**Local utilization**

Scale bar: 20 µm. The die is cut into 6 by 7 equal tiles; dark blue is low, red is high, 0 to 100% covered.
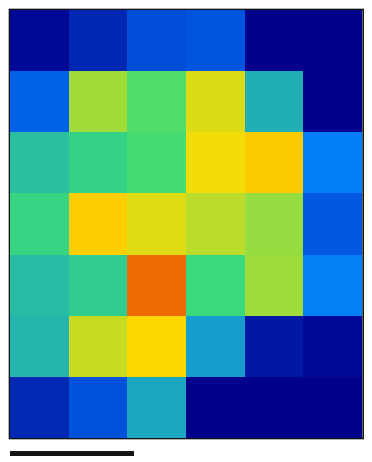
**Cell sizes after repair**

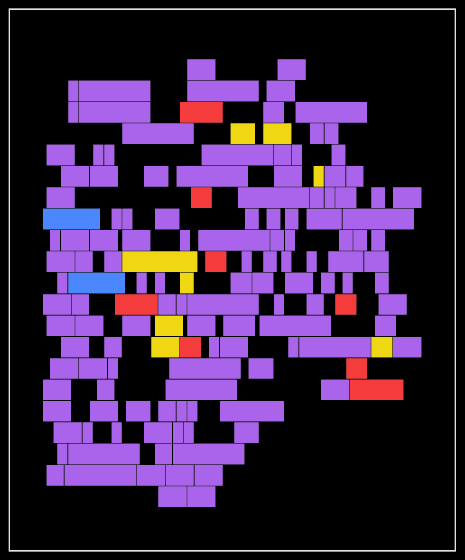
**Routing congestion map**

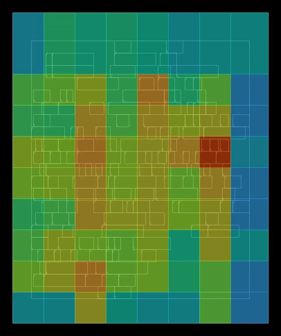
$ cat src/rtl/uart_tx_arb_ctrl_if.sv
// rtl/uart_tx_arb_ctrl_if.sv - requester, serializer and line signals of the arbitrated UART transmitter
interface uart_tx_arb_ctrl_if #(
  parameter int DATA_WIDTH = 8
);
  logic                  A_VALID;
  logic [DATA_WIDTH-1:0] A_DATA;
  logic                  B_VALID;
  logic [DATA_WIDTH-1:0] B_DATA;
  logic                  PAR_EN;
  logic                  PAR_TYP;
  logic                  SER_DONE;
  logic                  SER_DATA;
  logic [DATA_WIDTH-1:0] P_DATA;
  logic                  SER_EN;
  logic                  A_GNT;
  logic                  B_GNT;
  logic                  TX_OUT;
  logic                  BUSY;
  logic                  ERR;

  modport master (
    output A_VALID, A_DATA, B_VALID, B_DATA, PAR_EN, PAR_TYP, SER_DONE, SER_DATA,
    input  P_DATA, SER_EN, A_GNT, B_GNT, TX_OUT, BUSY, ERR
  );

  modport slave (
    input  A_VALID, A_DATA, B_VALID, B_DATA, PAR_EN, PAR_TYP, SER_DONE, SER_DATA,
    output P_DATA, SER_EN, A_GNT, B_GNT, TX_OUT, BUSY, ERR
  );
endinterface

$ cat src/rtl/uart_tx_arb_ctrl.sv
// rtl/uart_tx_arb_ctrl.sv - two-requester round-robin UART frame controller with parity and done timeout
module uart_tx_arb_ctrl #(
  parameter int DATA_WIDTH   = 8,
  parameter int DONE_TIMEOUT = 15
) (
  input  logic              CLK,
  input  logic              RST,
  uart_tx_arb_ctrl_if.slave bus
);
  localparam int CNT_W = $clog2(DONE_TIMEOUT + 1);
  localparam logic [CNT_W-1:0] CNT_LAST = CNT_W'(DONE_TIMEOUT - 1);

  typedef enum logic [2:0] {S_IDLE, S_START, S_DATA, S_PARITY, S_STOP} state_e;

  state_e                state_q, state_d;
  logic [DATA_WIDTH-1:0] p_data_q, p_data_d;
  logic                  par_en_q, par_en_d;
  logic                  par_typ_q, par_typ_d;
  logic                  last_b_q, last_b_d;
  logic [CNT_W-1:0]      cnt_q, cnt_d;
  logic                  err_q, err_d;
  logic                  gnt_a, gnt_b;
  logic                  ser_en, tx;

  always_ff @(posedge CLK or negedge RST) begin
    if (!RST) begin
      state_q   <= S_IDLE;
      p_data_q  <= '0;
      par_en_q  <= 1'b0;
      par_typ_q <= 1'b0;
      last_b_q  <= 1'b1;
      cnt_q     <= '0;
      err_q     <= 1'b0;
    end else begin
      state_q   <= state_d;
      p_data_q  <= p_data_d;
      par_en_q  <= par_en_d;
      par_typ_q <= par_typ_d;
      last_b_q  <= last_b_d;
      cnt_q     <= cnt_d;
      err_q     <= err_d;
    end
  end

  always_comb begin
    state_d   = state_q;
    p_data_d  = p_data_q;
    par_en_d  = par_en_q;
    par_typ_d = par_typ_q;
    last_b_d  = last_b_q;
    cnt_d     = cnt_q;
    err_d     = err_q;
    gnt_a     = 1'b0;
    gnt_b     = 1'b0;
    ser_en    = 1'b0;
    tx        = 1'b1;

    // Grants are gated by RST so no pulse can leak out while reset holds the FSM in IDLE.
    if (RST && (state_q == S_IDLE || state_q == S_STOP)) begin
      if (bus.A_VALID && bus.B_VALID) begin
        gnt_a = last_b_q;
        gnt_b = !last_b_q;
      end else begin
        gnt_a = bus.A_VALID;
        gnt_b = bus.B_VALID;
      end
    end

    case (state_q)
      S_IDLE, S_STOP: begin
        if (gnt_a || gnt_b) begin
          state_d   = S_START;
          p_data_d  = gnt_a ? bus.A_DATA : bus.B_DATA;
          par_en_d  = bus.PAR_EN;
          par_typ_d = bus.PAR_TYP;
          last_b_d  = gnt_b;
        end else begin
          state_d = S_IDLE;
        end
      end
      S_START: begin
        tx      = 1'b0;
        cnt_d   = '0;
        state_d = S_DATA;
      end
      S_DATA: begin
        ser_en = 1'b1;
        tx     = bus.SER_DATA;
        cnt_d  = cnt_q + CNT_W'(1);
        // A completion arriving on the final allowed cycle still counts as a good frame.
        if (bus.SER_DONE) begin
          state_d = par_en_q ? S_PARITY : S_STOP;
        end else if (cnt_q >= CNT_LAST) begin
          err_d   = 1'b1;
          state_d = S_STOP;
        end
      end
      S_PARITY: begin
        tx      = (^p_data_q) ^ par_typ_q;
        state_d = S_STOP;
      end
      default: state_d = S_IDLE;
    endcase
  end

  assign bus.P_DATA = p_data_q;
  assign bus.SER_EN = ser_en;
  assign bus.A_GNT  = gnt_a;
  assign bus.B_GNT  = gnt_b;
  assign bus.TX_OUT = tx;
  assign bus.BUSY   = (state_q != S_IDLE);
  assign bus.ERR    = err_q;
endmodule

$ cat src/flat_wrapper.sv
// flat-port wrapper written by rule: the top's interface ports become plain ports
module uart_tx_arb_ctrl_flat 
#(
  parameter int DATA_WIDTH   = 8,
  parameter int DONE_TIMEOUT = 15
)
  (CLK, RST, bus_A_VALID, bus_A_DATA, bus_B_VALID, bus_B_DATA, bus_PAR_EN, bus_PAR_TYP, bus_SER_DONE, bus_SER_DATA, bus_P_DATA, bus_SER_EN, bus_A_GNT, bus_B_GNT, bus_TX_OUT, bus_BUSY, bus_ERR);
  uart_tx_arb_ctrl_if #(.DATA_WIDTH(DATA_WIDTH)) bus_i ();
  input  logic CLK;
  input  logic RST;
  input wire logic [$bits(bus_i.A_VALID)-1:0] bus_A_VALID;
  input wire logic [$bits(bus_i.A_DATA)-1:0] bus_A_DATA;
  input wire logic [$bits(bus_i.B_VALID)-1:0] bus_B_VALID;
  input wire logic [$bits(bus_i.B_DATA)-1:0] bus_B_DATA;
  input wire logic [$bits(bus_i.PAR_EN)-1:0] bus_PAR_EN;
  input wire logic [$bits(bus_i.PAR_TYP)-1:0] bus_PAR_TYP;
  input wire logic [$bits(bus_i.SER_DONE)-1:0] bus_SER_DONE;
  input wire logic [$bits(bus_i.SER_DATA)-1:0] bus_SER_DATA;
  output wire logic [$bits(bus_i.P_DATA)-1:0] bus_P_DATA;
  output wire logic [$bits(bus_i.SER_EN)-1:0] bus_SER_EN;
  output wire logic [$bits(bus_i.A_GNT)-1:0] bus_A_GNT;
  output wire logic [$bits(bus_i.B_GNT)-1:0] bus_B_GNT;
  output wire logic [$bits(bus_i.TX_OUT)-1:0] bus_TX_OUT;
  output wire logic [$bits(bus_i.BUSY)-1:0] bus_BUSY;
  output wire logic [$bits(bus_i.ERR)-1:0] bus_ERR;
  assign bus_i.A_VALID = bus_A_VALID;
  assign bus_i.A_DATA = bus_A_DATA;
  assign bus_i.B_VALID = bus_B_VALID;
  assign bus_i.B_DATA = bus_B_DATA;
  assign bus_i.PAR_EN = bus_PAR_EN;
  assign bus_i.PAR_TYP = bus_PAR_TYP;
  assign bus_i.SER_DONE = bus_SER_DONE;
  assign bus_i.SER_DATA = bus_SER_DATA;
  assign bus_P_DATA = bus_i.P_DATA;
  assign bus_SER_EN = bus_i.SER_EN;
  assign bus_A_GNT = bus_i.A_GNT;
  assign bus_B_GNT = bus_i.B_GNT;
  assign bus_TX_OUT = bus_i.TX_OUT;
  assign bus_BUSY = bus_i.BUSY;
  assign bus_ERR = bus_i.ERR;
  uart_tx_arb_ctrl #(.DATA_WIDTH(DATA_WIDTH), .DONE_TIMEOUT(DONE_TIMEOUT)) u_core (.CLK(CLK), .RST(RST), .bus(bus_i));
endmodule
$ cat config.mk
export PLATFORM = sky130hd
export DESIGN_NAME = uart_tx_arb_ctrl_flat
export DESIGN_NICKNAME = d
export VERILOG_FILES = /design/src/rtl/uart_tx_arb_ctrl_if.sv /design/src/rtl/uart_tx_arb_ctrl.sv /design/src/flat_wrapper.sv
export SDC_FILE = /design/constraint.sdc
export NUM_CORES = 1
export LEC_CHECK = 0
export CAP_MARGIN = 0
export CORE_ASPECT_RATIO = 1.25
export CORE_MARGIN = 4
export CORE_UTILIZATION = 35
export DETAILED_ROUTE_END_ITERATION = 16
export PLACE_DENSITY = 0.68
export SYNTH_ARGS = -nofsm -noshare
export SYNTH_HDL_FRONTEND = slang
export SYNTH_SLANG_ARGS = --single-unit
export TNS_END_PERCENT = 20
$ cat constraint.sdc
create_clock -name CLK -period 3 [get_ports CLK]
set_input_delay 0.6 -clock CLK [delete_from_list [all_inputs] [get_ports CLK]]
set_output_delay 0.6 -clock CLK [all_outputs]
set_load 0.05 [all_outputs]
==> out/qor.yml <==
outcome:
  run_status: "complete, no violations"
setup_path:
  worst-path-stages: 2
  cp-startpoint: "u_core.state_q[0]"
  crit_end: "bus_BUSY"
  crit-reg2reg-capture: "u_core.bus.P_DATA[6]"
  crit_buf_inv: 1
  worstPathRequired_ns: 2.40
  timing.critical_path.slowest_cell_delay_ns: 0.71
cts:
  cts_setup_buffers: 0
  clk_pin_slew_ns: 0.11
  cts_repair_resize_count: 0
  cts_num_sinks: 19
  tritoncts_clock_tree: "built"
  ctsRootBufferMaster: "sky130_fd_sc_hd__clkbuf_4"
synthesis:
  asyncSetResetFlopFracSynth: 1.00
  post_synth_xor_area_fraction: 0.0641
  synth.cellmix.compoundShare: 0.178
timing:
  layout_setup_ws_ns: 0.320
  finalCritPeriodShare: 0.893
  timing.final.hold_violations: 0
  totalNegativeSetupSlack_ns: 0
  unrepaired_setup_endpoints_after_global_routing: "no"
  worstMarginPinSlew_ns: 0.531
global_routing:
  gr-usage-all-layers: 0.137
  grt_first_pass_wirelength_um: 4120
placed_design:
  place.detailed.hpwl_um: 1880
layout:
  post_route_cells_drive_above_1_share: 0.124
  final_cell_area_mm2: 0.00148
  largestClassByArea: "logic gates"
  num-multi-input-gates: 79
  layout.cells.most_common: "sky130_fd_sc_hd__clkdlybuf4s50_1"
  sequential_cell_total: 19
  final-clk-cell-share: 0.0186
floorplanning:
  tapCellCount: 34
  initCoreUtil: 0.375
power:
  power_switching_share: 0.479
  vdd_ir_drop_max_uv: 613
detailed_routing:
  max_layer_used: "met4"
Back to the opening pictures, 'local utilization':
emptiest ninth of the die	lower right
mean over tiles	37%
fullest tile	88%
densest ninth of the die	center

Back to the opening pictures, 'cell sizes after repair':
color	size	cells	share
purple	_0 and _1 cells	127	88%
blue	_6 and larger	2	1.4%
yellow	_2 cells	8	5.5%
red	_3 and _4 cells	8	5.5%

Back to the opening pictures, 'routing congestion map':
met1 Usage GRT: 0.158
end-of-flow core utilization: 0.537
fraction of met2 tracks used by global routing: 0.236

No activity file was given, so power comes from the tool's default toggle rates.
